==> config.mk <==
export PLATFORM = sky130hd
export DESIGN_NAME = spi_master_tx_flat
export DESIGN_NICKNAME = d
export VERILOG_FILES = /design/src/rtl/spi_pkg.sv /design/src/rtl/spi_master_tx_if.sv /design/src/rtl/spi_clk_div.sv /design/src/rtl/spi_master_tx.sv /design/src/flat_wrapper.sv
export SDC_FILE = /design/constraint.sdc
export NUM_CORES = 1
export LEC_CHECK = 0
export CAP_MARGIN = 20
export CORE_MARGIN = 2
export CORE_UTILIZATION = 40
export CTS_CLUSTER_DIAMETER = 60
export CTS_CLUSTER_SIZE = 30
export DETAILED_ROUTE_END_ITERATION = 8
export HOLD_SLACK_MARGIN = 0.1
export PLACE_DENSITY_LB_ADDON = 0.1
export SYNTH_ARGS = -nofsm -noshare
export SYNTH_HDL_FRONTEND = slang
export SYNTH_SLANG_ARGS = --single-unit
==> constraint.sdc <==
create_clock -name clk -period 13.8 [get_ports clk]
set_input_delay 2.76 -clock clk [delete_from_list [all_inputs] [get_ports clk]]
set_output_delay 2.76 -clock clk [all_outputs]
set_load 0.03 [all_outputs]
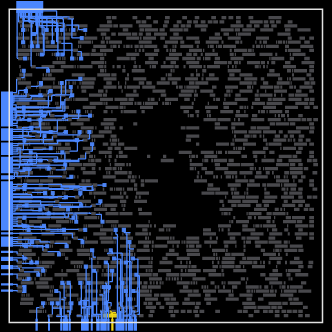
Fig. 1. I/O nets highlighted (run 1).
Drawn at 1.5 px/um.
| port | color | bits | direction | end cells | wire |
|---|---|---|---|---|---|
| mosi | yellow | 1 | output | 1 | 14.1 um |
| host_tx_data | blue | 128 | input | 128 | 4040 um |
# IOs: 265
count of input and output buffers: 264

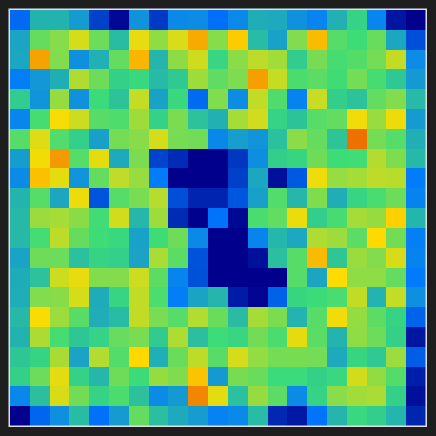
Fig. 2. Cell density map (run 1).
Drawn at 2 px/um. The die is cut into 21 by 21 equal tiles; dark blue is low, red is high, 0 to 100% covered.
mean over tiles: 46%
fullest tile: 87%
tiles over 75% full: 3.4%
emptiest ninth of the die: center
nearly empty tiles: 4.3%
Util after Layout: 0.506
core area: 0.0409 mm^2
FP Util: 0.406

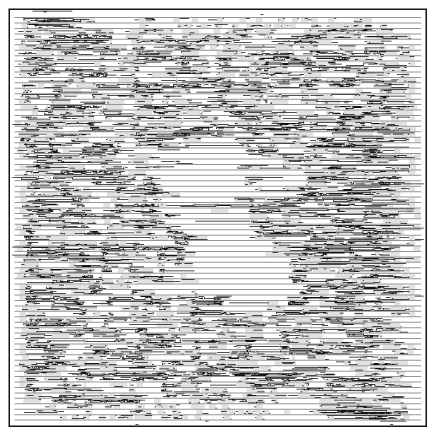
Fig. 3. Signal wires on met1 (run 1).
Drawn at 2 px/um. Supply wires on this layer in gray.
wire length on this layer: 17300 um
longest straight run: 70.4 um
nets with wire on the layer: 1559
grt met1 use: 0.247
total number of vias: 11600

==> flow_summary.ini, run 1 <==
; implementation run metrics
[yosys]
adder_share = 0.00527
synth-edff-count = 0
yosysUniqueCellTypes = 35
netlist_instances = 1472
synth-simple-area-share = 0.0967
top_cells_by_count = dfrtp_1, nand2_1, o21ai_0
ys_seq_frac = 0.600
ys_area_mm2 = 0.0166
synth_top_flop_cell = dfrtp_1
synthMuxAreaShare = 0.0881
async_flop_share = 1.00
ys_sh_aoi = 0.166
area_leaders = dfrtp_1, nand2_1, mux2_2, a22oi_1, o21ai_2
largest_area_cell = dfrtp_1
top_logic_kind = AND-OR/OR-AND gates
syn_area_mm2 = 0.0166
fp_nets = 1611

[finish]
buffer_area_frac = 0.135
n_clock_buffer = 42
lay_top_cells = dfrtp_1, nand2_1, clkdlybuf4s50_1, o21ai_0, mux2_2
finalNonFillerCells = 2232
seq_share = 0.481
comb_area_mm2 = 0.00596
fin_nets = 1812
mostFrequentLayoutCell = dfrtp_1
comb_area_frac = 0.288
clock_cell_area_share = 0.0623
drive_gt1_frac = 0.186
non_clock_buffer_count = 279
n_all_inverters = 9

[pwr]
p_per_area_mw_per_mm2 = 177
cell_internal_pwr_w = 0.00245
leakage_nw = 9.63
pwr-share-seq = 0.434
switching_power_w = 0.00121
pg_clk_w = 0.00110
netSwitchingFraction = 0.331

[routing]
drt-initial-drc-count = 808
via_per_inst = 5.20
dr.max_layer_used = met5
drc = 0
dr_wl_met3_mm = 2.63
drtAntennaViolNets = 0
wire_per_inst_um = 17.0
first_pass_iters = 7

[status]
outcome = finished, final reports clean

[timing]
tightest_slew_ns = 1.03
post-route-min-period_ns = 5.17
hold_ws_ns = 0.476
setup_viol = 0
fmax_mhz = 193
setup_ws_ns = 8.63
period_used_share = 0.375
setup_tns_ns = 0
finalHoldViolations = 0
fin_skew_ns = 0.0151

[worst_setup_path]
slowest_stage = buf_4
rrSetupSlack_ns = 10.06
crit_cells = 5
critical_path_class = in -> async
worst_path_largest_cell_delay_ns = 0.86
worstPathRequired_ns = 14.40
path_max_fanout = 189
crit_path_end_kind = async pin

[worst_hold_path]
hold_depth = 2
min_path_type = reg -> reg

[global_routing]
met3_usage = 0.0543
grt.overflow.total = 0
grt-busiest-layer = met2
met2_usage = 0.268
antenna_found_initial = 4
grt_usage = 0.177

[placed_design]
placedCellCount = 2167
place_hpwl_mm = 22.6

[floorplan]
dieHeight_um = 208
die_w_um = 208

[clocking]
cts_resized = 0
clock_sinks = 398
clock_latency_ns = 0.55
cts_tree = yes
numCtsBuffers = 35
htree_levels = 2
clkTransAtPathRegs_ns = 0.07

[job]
drv_cap = 0
warning_count = 33
Fig. 4: run 1, cells colored by class
Drawn at 2 px/um.
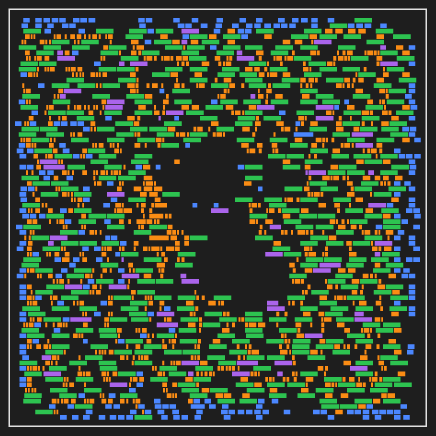

==> inputs of run 2 (changes only) <==
- clock period: 13.8 -> 4.6 ns (I/O delays scaled with it)
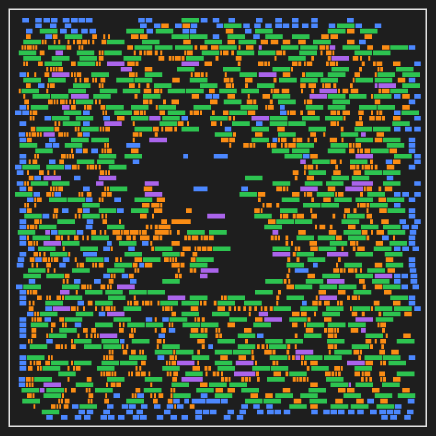
Fig. 5. Cells colored by class (run 2).
Drawn at 2 px/um.
| class | color | cells | share of their area |
|---|---|---|---|
| all other logic | orange | 959 | 30% |
| clock drivers and dummy loads | purple | 62 | 6.3% |
| flops | green | 398 | 50% |
| other buffers and delay cells | blue | 282 | 14% |
row cnt: 74
Final Instance Area: 0.0208 mm^2
Util after Layout: 0.507
Seq/total area: 0.480

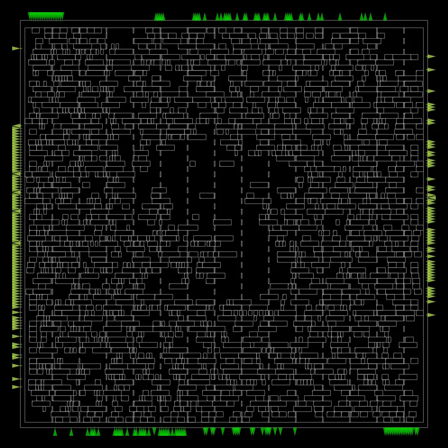
Fig. 6. Cell outlines without signal wires (run 2).
fin cells: 2234
Fillers: 3737
Tapcells: 532
Flops: 398

==> flow_summary.ini, run 2 <==
; implementation run metrics
[timing]
fmax_mhz = 306
post-route-min-period_ns = 3.27
finalHoldViolations = 0
setup_tns_ns = 0
setup_viol = 0
period_used_share = 0.710
setup_ws_ns = 1.33
fin_skew_ns = 0.0206
tightest_slew_ns = 1.00

[routing]
via_per_inst = 5.14
drt-initial-drc-count = 699
dr.max_layer_used = met5
vias = 11500
drtAntennaViolNets = 0
first_pass_iters = 5
wire_per_inst_um = 16.8
dr_wl_met3_mm = 2.67
drc = 0

[yosys]
ys_warn_count = 0
area_leaders = dfrtp_1, nand2_1, mux2_2, a22oi_1, o21ai_2
async_flop_share = 1.00
top_logic_kind = AND-OR/OR-AND gates
ys_sh_xor = 0
adder_share = 0.00527
ys_seq_frac = 0.600
fp_nets = 1611
netlist_instances = 1472
largest_area_cell = dfrtp_1
synth-edff-count = 0
synth_top_flop_cell = dfrtp_1
ys_sh_aoi = 0.166
yosysMostFrequentCell = dfrtp_1
top_cells_by_count = dfrtp_1, nand2_1, o21ai_0
syn_area_mm2 = 0.0166
synth-simple-area-share = 0.0967
syn_avg_cell_area_um2 = 11.3

[pwr]
p_per_area_mw_per_mm2 = 527
switching_power_w = 0.00366
netSwitchingFraction = 0.335
pg_clk_w = 0.00323
leakage_nw = 9.65
cell_internal_pwr_w = 0.00728

[finish]
mostFrequentLayoutCell = dfrtp_1
n_clock_buffer = 40
comb_area_mm2 = 0.00596
n_all_inverters = 9
flop_area_mm2 = 0.00996
fin_nets = 1816
non_clock_buffer_count = 282
lay_top_cells = dfrtp_1, nand2_1, clkdlybuf4s50_1, o21ai_0, mux2_2
drive_gt1_frac = 0.188
comb_area_frac = 0.287
clock_cell_area_share = 0.0610
largest_cell_class = registers

[worst_setup_path]
crit_path_end_kind = output port
crit_cells = 4
worst_path_largest_cell_delay_ns = 0.77
critical_path_class = reg -> out
critPathLaunchType = register
worstPathRequired_ns = 3.68
slowest_stage = clkdlybuf4s50_1
path_max_fanout = 10
rrSetupSlack_ns = 1.45

[floorplan]
pin_count = 265
die_area_mm2 = 0.0432
core-area_mm2 = 0.0409
dieHeight_um = 208
core_util_floorplan = 0.406

[clocking]
clkTransAtPathRegs_ns = 0.07
cts_tree = yes
clock_latency_ns = 0.54
clock_sinks = 398
cts_resized = 0
clockRootBuffer = clkbuf_16
numCtsBuffers = 36
post-cts-setup-buffers = 0

[global_routing]
grt_usage = 0.173
antenna_found_initial = 3
grt.overflow.total = 0
met3_usage = 0.0531
grt-busiest-layer = met2

[placed_design]
place_hpwl_mm = 22.6
io_buffers = 264
placedCellCount = 2171

[job]
warning_count = 34
drv_cap = 0

[status]
outcome = finished, final reports clean

[worst_hold_path]
min_path_type = reg -> reg
hold_depth = 2
No activity file was given, so power comes from the tool's default toggle rates.
